===== src/rtl/alu_serial_ctrl.sv =====
// Byte-stream sequencer for the ALU: collects A, B and op code from RX, executes, sends result on TX.
// Optional ALU_CTRL_FLAGS_EN: a second TX byte {0.., carry, zero} follows each result byte.
module alu_serial_ctrl #(
  parameter int unsigned NB_DATA        = 8,
  parameter int unsigned NB_OP_CODE     = 6,
  parameter int unsigned TIMEOUT_CYCLES = 50000
) (
  input  logic                  i_clk,
  input  logic                  i_rst_n,
  input  logic [NB_DATA-1:0]    i_rx_data,
  input  logic                  i_rx_valid,
  input  logic                  i_tx_busy,
  input  logic                  i_tx_done,
  output logic [NB_DATA-1:0]    o_tx_data,
  output logic                  o_tx_start,
  output logic [NB_DATA-1:0]    o_data_a,
  output logic [NB_DATA-1:0]    o_data_b,
  output logic [NB_OP_CODE-1:0] o_op_code,
  input  logic [NB_DATA-1:0]    i_alu_result,
  input  logic                  i_alu_zero,
  input  logic                  i_alu_carry,
  output logic                  o_busy,
  output logic                  o_rx_drop,
  output logic                  o_timeout
);

  localparam int unsigned CntW = $clog2(TIMEOUT_CYCLES);
  localparam logic [CntW-1:0] CntMax = CntW'(TIMEOUT_CYCLES - 1);

  typedef enum logic [2:0] {
    StWaitA,
    StWaitB,
    StWaitOp,
    StExec,
    StSendRes,
    StWaitTx,
    StSendFlg
  } state_e;

  state_e                  state_q;
  logic [CntW-1:0]         cnt_q;
  logic [NB_DATA-1:0]      data_a_q;
  logic [NB_DATA-1:0]      data_b_q;
  logic [NB_OP_CODE-1:0]   op_q;
  logic [NB_DATA-1:0]      result_q;
  logic [NB_DATA-1:0]      tx_data_q;
  logic                    tx_start_q;
  logic                    busy_q;
  logic                    rx_drop_q;
  logic                    timeout_q;
`ifdef ALU_CTRL_FLAGS_EN
  logic                    zero_q;
  logic                    carry_q;
  logic                    flg_phase_q;
`else
  logic                    unused_flags;
  assign unused_flags = i_alu_zero ^ i_alu_carry;
`endif

  always_ff @(posedge i_clk or negedge i_rst_n) begin
    if (!i_rst_n) begin
      state_q    <= StWaitA;
      cnt_q      <= '0;
      data_a_q   <= '0;
      data_b_q   <= '0;
      op_q       <= '0;
      result_q   <= '0;
      tx_data_q  <= '0;
      tx_start_q <= 1'b0;
      busy_q     <= 1'b0;
      rx_drop_q  <= 1'b0;
      timeout_q  <= 1'b0;
`ifdef ALU_CTRL_FLAGS_EN
      zero_q      <= 1'b0;
      carry_q     <= 1'b0;
      flg_phase_q <= 1'b0;
`endif
    end else begin
      tx_start_q <= 1'b0;
      rx_drop_q  <= 1'b0;
      timeout_q  <= 1'b0;
      unique case (state_q)
        StWaitA: begin
          cnt_q <= '0;
          if (i_rx_valid) begin
            data_a_q <= i_rx_data;
            state_q  <= StWaitB;
          end
        end
        StWaitB, StWaitOp: begin
          // A byte arriving in the terminal cycle takes priority over the timeout.
          if (i_rx_valid) begin
            cnt_q <= '0;
            if (state_q == StWaitB) begin
              data_b_q <= i_rx_data;
              state_q  <= StWaitOp;
            end else begin
              op_q    <= i_rx_data[NB_OP_CODE-1:0];
              busy_q  <= 1'b1;
              state_q <= StExec;
            end
          end else if (cnt_q == CntMax) begin
            cnt_q     <= '0;
            timeout_q <= 1'b1;
            state_q   <= StWaitA;
          end else begin
            cnt_q <= cnt_q + CntW'(1);
          end
        end
        StExec: begin
          rx_drop_q <= i_rx_valid;
          result_q  <= i_alu_result;
`ifdef ALU_CTRL_FLAGS_EN
          zero_q    <= i_alu_zero;
          carry_q   <= i_alu_carry;
`endif
          // Start straight from EXEC when TX is free to keep two-cycle latency.
          if (!i_tx_busy) begin
            tx_data_q  <= i_alu_result;
            tx_start_q <= 1'b1;
            state_q    <= StWaitTx;
          end else begin
            state_q <= StSendRes;
          end
        end
        StSendRes: begin
          rx_drop_q <= i_rx_valid;
          if (!i_tx_busy) begin
            tx_data_q  <= result_q;
            tx_start_q <= 1'b1;
            state_q    <= StWaitTx;
          end
        end
        StWaitTx: begin
          rx_drop_q <= i_rx_valid;
          if (i_tx_done) begin
`ifdef ALU_CTRL_FLAGS_EN
            if (!flg_phase_q) begin
              flg_phase_q <= 1'b1;
              state_q     <= StSendFlg;
            end else begin
              flg_phase_q <= 1'b0;
              busy_q      <= 1'b0;
              state_q     <= StWaitA;
            end
`else
            busy_q  <= 1'b0;
            state_q <= StWaitA;
`endif
          end
        end
`ifdef ALU_CTRL_FLAGS_EN
        StSendFlg: begin
          rx_drop_q <= i_rx_valid;
          if (!i_tx_busy) begin
            tx_data_q  <= {{(NB_DATA-2){1'b0}}, carry_q, zero_q};
            tx_start_q <= 1'b1;
            state_q    <= StWaitTx;
          end
        end
`endif
        default: begin
          busy_q  <= 1'b0;
          state_q <= StWaitA;
        end
      endcase
    end
  end

  assign o_tx_data  = tx_data_q;
  assign o_tx_start = tx_start_q;
  assign o_data_a   = data_a_q;
  assign o_data_b   = data_b_q;
  assign o_op_code  = op_q;
  assign o_busy     = busy_q;
  assign o_rx_drop  = rx_drop_q;
  assign o_timeout  = timeout_q;

endmodule


===== config.mk =====
export PLATFORM = sky130hd
export DESIGN_NAME = alu_serial_ctrl
export DESIGN_NICKNAME = d
export VERILOG_FILES = /design/src/rtl/alu_serial_ctrl.sv
export SDC_FILE = /design/constraint.sdc
export NUM_CORES = 1
export LEC_CHECK = 0
export CORE_MARGIN = 2
export CORE_UTILIZATION = 51
export DETAILED_ROUTE_END_ITERATION = 10
export PLACE_DENSITY = 0.79
export SYNTH_ARGS = -nofsm -noshare
export SYNTH_HDL_FRONTEND = slang
export SYNTH_SLANG_ARGS = --single-unit

===== constraint.sdc =====
create_clock -name i_clk -period 2.4 [get_ports i_clk]
set_clock_uncertainty 0.15 [all_clocks]
set_input_delay 0.48 -clock i_clk [delete_from_list [all_inputs] [get_ports i_clk]]
set_output_delay 0.48 -clock i_clk [all_outputs]
set_load 0.01 [all_outputs]

Fig. 1: run 1, track usage over the die
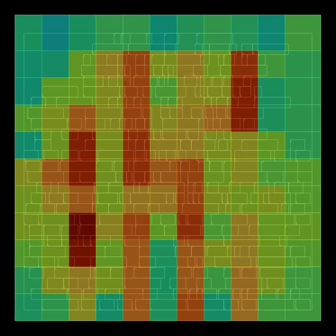
total track usage: 21.5%
Avg WL per Cell: 15.8 µm

Fig. 2: run 1, metal layers overlaid
Bar = 20 µm.
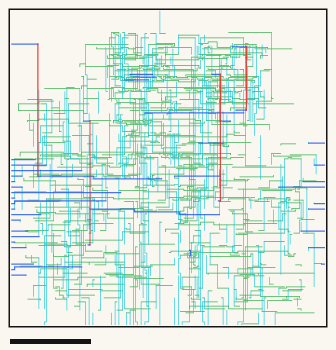
| colour | layer | wire length |
|---|---|---|
| blue | met3 | 324 µm |
| cyan | met2 | 2,780 µm |
| green | met1 | 2,680 µm |
| red | met4 | 110 µm |
WL final: 5900 µm
detailed-route via count: 2,088

==> impl_metrics.csv, run 1 <==
group,metric,value,unit
power_and_ir_drop,p_leak,1.52,nW
synthesis,synthDistinctLibCells,45,
cells_and_area,fin_cells,373,
sta,finalHoldViolCount,0,
global_routing,overflow,0,
worst_setup_path,worst-path-buf-inv,0,
cts,clockBufferDepth,2,
sta,final_max_slew_viol_count,0,
flow_run,tool_warnings,28,
synthesis,ys_async_sr_fraction,100,%
synthesis,ys_sh_mux,14.9,%
global_routing,antenna_found_initial,0,
synthesis,synth_top_flop_cell,"dfrtp_1",
global_routing,grt_max_degree,28,
worst_setup_path,slowest_delay,0.44,ns
floorplan,coreArea,5200,µm²
floorplan,rows,26,
sta,worst_pin_slew,0.479,ns
synthesis,ys.warnings.count,0,
sta,period_minus_slack,2.04,ns
power_and_ir_drop,p_seq_share,39.0,%
synthesis,ys_seq_share,54.5,%
cts,root_buffer,"clkbuf_8",
worst_setup_path,start_kind,"register",
run_status,status,"finished clean",
drt,drtPass1Iterations,4,
worst_setup_path,crit_chain,"ha_1 -> and3_1 -> nand4_1 -> a21oi_1 -> a21oi_1",
global_routing,grt_pass1_vias,2103,
power_and_ir_drop,p_comb_share,40.6,%
flow_run,maxCapViolations,0,
worst_hold_path,hold_path.class,"register to register",
cells_and_area,drive_above_1_share,22.1,%
sta,max-slew-margin-rel,68.1,%
drt,drtIter0Drc,153,
synthesis,postSynthCellCount,232,
cells_and_area,fin_nets,322,
cts,cts_tree,"done",
sta,finalSetupTns,0,ns
floorplan,dieHeight,78.1,µm
worst_setup_path,crit_slowest_cell,"a21oi_1",
synthesis,syn_area,2800,µm²
cts,postCtsSetupRepairBufs,0,
worst_setup_path,cp_max_fo,7,
sta,setup_violations,0,
cells_and_area,largest_reg_flops,16,
global_routing,grt_pass1_wl,10100,µm
power_and_ir_drop,swShare,32.7,%
cts,clk_pin_slew,0.06,ns
synthesis,compound_area_share,11.9,%
power_and_ir_drop,clockPowerShare,20.4,%
sta,finalCritPeriodShare,84.9,%
worst_setup_path,worstPathArrival,2.07,ns
power_and_ir_drop,power_switching,0.00143,W
floorplan,io-pin-count,57,
synthesis,syn_nets,256,
worst_setup_path,cpMostUsedCell,"a21oi_1",
synthesis,top_logic_kind,"multiplexers",
power_and_ir_drop,powerDensity,1200,nW/µm²
cells_and_area,syn_to_final_growth,29.9,%
cts,holdBufCountCts,1,
worst_setup_path,critical-path-top-delay-family,"AND-OR/OR-AND gates",
synthesis,synth_flop_count,61,
cells_and_area,largest-register,"cnt_q",
placement,portBuffers,54,
placement,dpl.cell_count,356,
worst_setup_path,end_kind,"register",
power_and_ir_drop,intPower,0.00293,W
floorplan,fp-utilization,53.8,%
drt,drc,0,
placement,hpwlAfterDp,4080,µm
worst_setup_path,worstPathRequired,2.44,ns
power_and_ir_drop,vdd_drop_max,0.736,mV
synthesis,synth_stat.cells,232,
cts,ctsResizeCount,0,
drt,ant_nets,0,
drt,post_drt_via_cell_ratio,5.60,
cts,htreeDepth,3,
synthesis,yosys.area_share.xor_xnor,0.581,%
synthesis,edf_count,0,
cts,clock_sinks,61,
cts,clk_latency,0.33,ns
worst_setup_path,crit_type,"register to register",
sta,fmax,491,MHz
synthesis,syn_area_per_cell,12.1,µm²
synthesis,yosys_area,2800,µm²
sta,rsz0062_at_grt,"no",
cts,cts_buffers,9,
placement,place.gp.congestion,0.810,
Fig. 3: run 1, layout detail
Bar = 5 µm. Region (29, 45) to (49, 65) µm. Cells in grey, sequential cells in the stronger grey; small squares are vias.
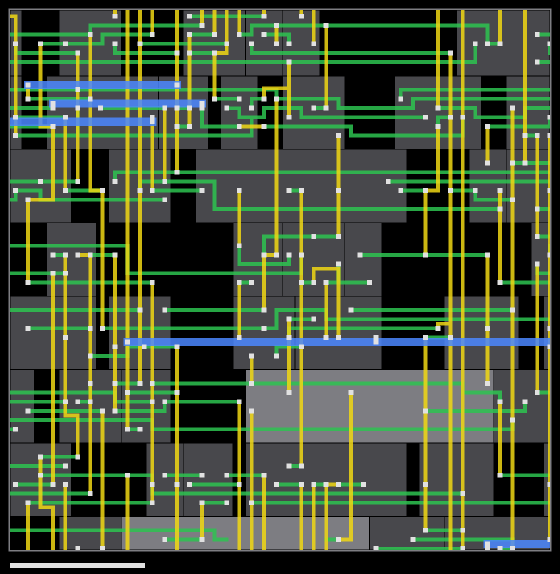
| colour | layer |
|---|---|
| blue | met3 |
| green | met1 |
| yellow | met2 |
most frequent: nand2_1 (5), nand3_1 (4), a31oi_1 (3)
sequential cells in the window: 1
cells with their middle in the window: 34
netlist names of flops here include: cnt_q (1)

Fig. 4: run 1, sequential cells coloured by netlist name
Bar = 20 µm. Other sequential cells in the stronger grey, the rest of the logic in the fainter grey.
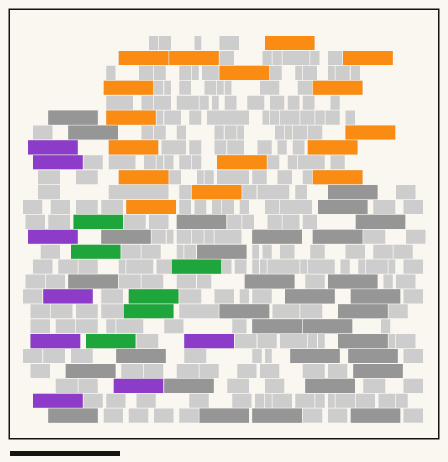
| colour | signal | placed flops |
|---|---|---|
| green | o_op_code | 6 |
| purple | o_data_b | 8 |
| orange | cnt_q | 16 |
not coloured: 31
Util after Layout: 69.9%
Seq. pwr: 0.00170 W
Seq/total area: 42.0%
Flop area: 1530 µm²

[run 1: stage by stage]
step	hold WS, ns	setup WS (ns)	power (W)	cell area [µm²]	util [%]
4_1_cts	0.358	0.403	0.00440	3640	69.9
2_1_floorplan	0.0344	0.601	0.00268	2800	-
3_5_place_dp	0.304	0.0694	0.00349	3440	66.0
3_3_place_gp	0.303	0.156	0.00342	3440	66.0
6_report	0.354	0.363	0.00436	3640	69.9
5_1_grt	0.370	0.232	0.00464	3640	69.9
[run 1: cells in the final DEF (no fill, tap or decap), drive strengths merged, types with 2 or more instances in the layout]
cell / n
nand2: 11
inv: 5
and2: 3
a41oi: 2
nand3: 8
o31ai: 4
nor3: 3
buf: 12
clkdlybuf4s50: 53
nand4: 5
o21ai: 7
nor4bb: 2
a21oi: 18
o211ai: 2
nor2: 14
nand2b: 3
mux2: 30
clkbuf: 12
a31oi: 10
or4: 4
and3: 2
clkinv: 2
nand3b: 2
mux2i: 8
a21o: 2
dfrtp: 61
nor4: 3
[run 1: power groups by stage]
stage	clock (W)	sequential [W]	combinational, W
2_1_floorplan	0	0.00175	0.000933
3_3_place_gp	0	0.00169	0.00173
3_5_place_dp	0	0.00171	0.00178
4_1_cts	0.000904	0.00170	0.00179
5_1_grt	0.000965	0.00176	0.00192
6_report	0.000889	0.00170	0.00177
[run 1: path summary, 6_finish.rpt]
check	from	end	slack, ns	cells after the start
max	cnt_q[0]$_DFFE_PN0P_	cnt_q[13]$_DFFE_PN0P_	0.36	5
min	o_busy$_DFFE_PN0P_	o_busy$_DFFE_PN0P_	0.35	1
max reg2reg	cnt_q[0]$_DFFE_PN0P_	cnt_q[13]$_DFFE_PN0P_	0.36	5
min reg2reg	o_busy$_DFFE_PN0P_	o_busy$_DFFE_PN0P_	0.35	1
max in group asynchronous	i_rst_n	result_q[0]$_DFFE_PN0N_	1.02	3
min in group asynchronous	i_rst_n	o_data_a[5]$_DFFE_PN0P_	0.49	2
[run 1: worst register-to-register path: cells and delay by family, from the launching register on]
family | cells | cell delay (ns)
flops | 1 | 0.41
compound gates | 2 | 0.56
fa+ha+maj | 1 | 0.24
simple gates | 2 | 0.55
[run 1: per-layer routing]
layer / up-vias / share of wire (%) / global-route usage (%)
met5: - / 0 / 0
met4: 0 / 1.9 / 9.82
met3: 11 / 5.5 / 6.21
met2: 54 / 47 / 32.5
met1: 1027 / 46 / 28.9
li1: 996 / - / -
[run 1: synth_stat cells (all sizes together), types with 3 or more instances]
library cell,number,area (µm²)
nand2b,3,18.8
o21ai,7,35.0
and2,3,18.8
a31oi,10,62.6
dfrtp,61,1530
nor3,3,26.3
nand2,11,43.8
o31ai,4,30.0
mux2,30,338
nor2,14,60.1
buf,10,80.1
nand3,8,40.0
inv,5,18.8
mux2i,8,80.1
a21oi,18,116
nor4,3,18.8
nand4,5,46.3
or4,4,30.0
[run 1: cell type report]
class | instances | area, µm²
multi-input combinational | 155 | 1170
clock inverter | 4 | 47.5
inverter | 5 | 18.8
tap | 70 | 87.6
sequential | 61 | 1530
clock buffer | 12 | 145
fill | 404 | 1570
timing repair buffer | 66 | 641
Fig. 5: run 1, gate-type map
Bar = 20 µm.
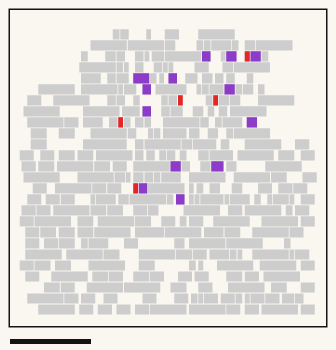

## Run 2: what changed since run 1
clock period = 2.05 ns   (was 2.4 ns; I/O delays follow)
Fig. 6: run 2, gate-type map
Bar = 20 µm.
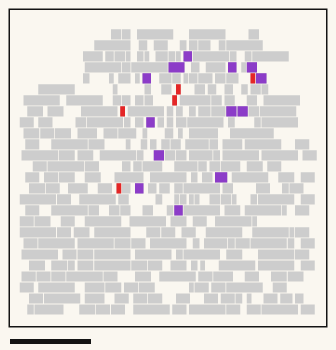
| colour | family | cells |
|---|---|---|
| red | inverters | 5 |
| purple | AND and OR gates | 13 |
Comb area share: 31.5%
most instantiated logic cell after routing: dfrtp_1
fin cells: 380

Fig. 7: run 2, metal layers overlaid
Bar = 20 µm.
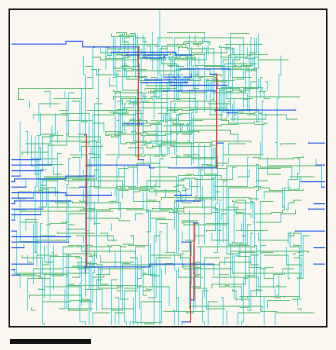
| colour | layer | wire length |
|---|---|---|
| blue | met3 | 434 µm |
| green | met1 | 2,630 µm |
| cyan | met2 | 2,680 µm |
| red | met4 | 122 µm |
WL final: 5870 µm
Avg WL per Cell: 15.5 µm
total track usage: 21.5%
detailed-route via count: 2,121

==> impl_metrics.csv, run 2 <==
group,metric,value,unit
run_status,status,"finished clean",
synthesis,yosys_area,2800,µm²
power_and_ir_drop,total_power,0.00522,W
cts,cts_buffers,9,
synthesis,synth_flop_count,61,
synthesis,synth_stat.cells,232,
drt,post_drt_via_cell_ratio,5.58,
sta,final_max_slew_viol_count,0,
cells_and_area,largest_reg_flops,16,
worst_setup_path,start_kind,"register",
synthesis,syn_area,2800,µm²
sta,worst_pin_slew,0.449,ns
synthesis,synth_top_flop_cell,"dfrtp_1",
placement,place.gp.congestion,0.848,
worst_setup_path,cpMostUsedCell,"a21oi_1",
drt,drtPass1Iterations,4,
worst_setup_path,worst-path-buf-inv,1,
worst_setup_path,slowest_delay,0.40,ns
floorplan,coreArea,5200,µm²
cts,clockBufferDepth,2,
floorplan,io-pin-count,57,
sta,finalHoldViolCount,0,
worst_setup_path,critical-path-top-delay-family,"AND-OR/OR-AND gates",
sta,period_minus_slack,1.90,ns
drt,ant_nets,0,
global_routing,antenna_found_initial,0,
worst_setup_path,crit_slowest_cell,"dfrtp_1",
synthesis,area_leaders,"dfrtp_1 (54%), mux2_2 (12%), mux2i_1 (2.9%)",
cts,clk_pin_slew,0.07,ns
sta,setup_violations,0,
cells_and_area,drive_above_1_share,24.5,%
sta,rsz0062_at_grt,"no",
synthesis,postSynthCellCount,232,
cells_and_area,fill_cells,397,
cts,htreeDepth,3,
drt,drtIter0Drc,107,
worst_setup_path,cp_max_fo,7,
cts,clock_sinks,61,
worst_setup_path,crit_type,"register to register",
floorplan,dieHeight,78.1,µm
global_routing,overflow,0,
placement,portBuffers,54,
cells_and_area,layout_top_cells,"dfrtp_1 (61), clkdlybuf4s50_1 (53), mux2_2 (30)",
worst_setup_path,crit_chain,"ha_1 -> and3_1 -> nand4_1 -> buf_4 -> a21oi_1 -> a21oi_1",
drt,drc,0,
cells_and_area,largest-register,"cnt_q",
sta,finalSetupTns,0,ns
synthesis,top_area_share,54.5,%
global_routing,grt_max_degree,62,
cts,cts_tree,"done",
synthesis,syn_area_per_cell,12.1,µm²
worst_setup_path,end_kind,"register",
global_routing,grt_pass1_vias,2146,
power_and_ir_drop,powerDensity,1400,nW/µm²
synthesis,most_common_cell,"dfrtp_1",
sta,max-slew-margin-rel,70.0,%
floorplan,rows,26,
synthesis,syn_nets,256,
cts,clk_latency,0.34,ns
Fig. 8: run 2, track usage over the die
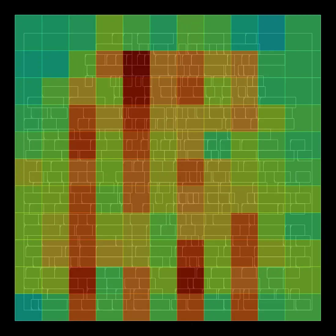
GR Util met1: 29.3%
GR Util met3: 5.06%
Util after Layout: 71.5%
Top Usage Layer GRT: met2

[run 2: per-stage QoR]
step	instance area [µm²]	worst slack, ns	hold slack, ns	instances
5_1_grt	3720	0.0225	0.368	380
3_5_place_dp	3510	-0.0618	0.294	363
6_report	3720	0.149	0.333	380
4_1_cts	3720	0.153	0.336	380
2_1_floorplan	2800	0.251	-0.0356	232
3_3_place_gp	3510	-0.0303	0.294	363
[run 2: routing by layer]
layer / track usage (%) / routed length [µm] / up-vias
met2: 31.9 / 2680 / 79
li1: - / - / 1009
met4: 12.1 / 122 / 0
met3: 5.06 / 433 / 13
met5: 0 / 0 / -
met1: 29.3 / 2630 / 1020
[run 2: cell families after synthesis]
kind of cell | after synthesis | synth area share (%)
flip-flops | 61 | 54.5
AND-OR/OR-AND | 50 | 11.9
adder cells (fa/ha/maj) | 1 | 0.447
XOR/XNOR | 1 | 0.581
AND/OR/NAND/NOR | 65 | 14.0
buffers and inverters | 16 | 3.66
multiplexers | 38 | 14.9
[run 2: area by class of cell]
type                    instances  area (µm²)  area share [%]
well taps                      70        87.6            2.35
clock inverters                 6        61.3            1.65
inverters                       5        18.8           0.504
flip-flops and latches         61        1530            41.0
multi-input cells             155        1170            31.5
clock buffers                  10         138            3.70
repair buffers                 73         718            19.3
[run 2: worst paths after layout]
check / slack, ns / from / depth (start not counted) / end
max in group asynchronous: 1.01 / i_rst_n / 3 / o_rx_drop$_DFF_PN0_
min in group asynchronous: 0.45 / i_rst_n / 3 / o_data_b[5]$_DFFE_PN0P_
max reg2reg: 0.15 / cnt_q[0]$_DFFE_PN0P_ / 6 / cnt_q[15]$_DFFE_PN0P_
min reg2reg: 0.33 / o_busy$_DFFE_PN0P_ / 1 / o_busy$_DFFE_PN0P_
min: 0.33 / o_busy$_DFFE_PN0P_ / 1 / o_busy$_DFFE_PN0P_
max: 0.15 / cnt_q[0]$_DFFE_PN0P_ / 6 / cnt_q[15]$_DFFE_PN0P_
[run 2: power by group]
group	internal (W)	switching, W	total [W]
Combinational	0.00126	0.000932	0.00219
Clock	0.000592	0.000478	0.00107
Sequential	0.00166	0.000303	0.00196
[run 2: timing repair]
item | 4_1_cts | 5_1_grt
buffers inserted | 0 | 0
endpoints found under the setup margin | 0 | 0
hold buffers | 1 | 0
hold endpoints to repair | 61 | 0
No activity file was given, so power comes from the tool's default toggle rates.
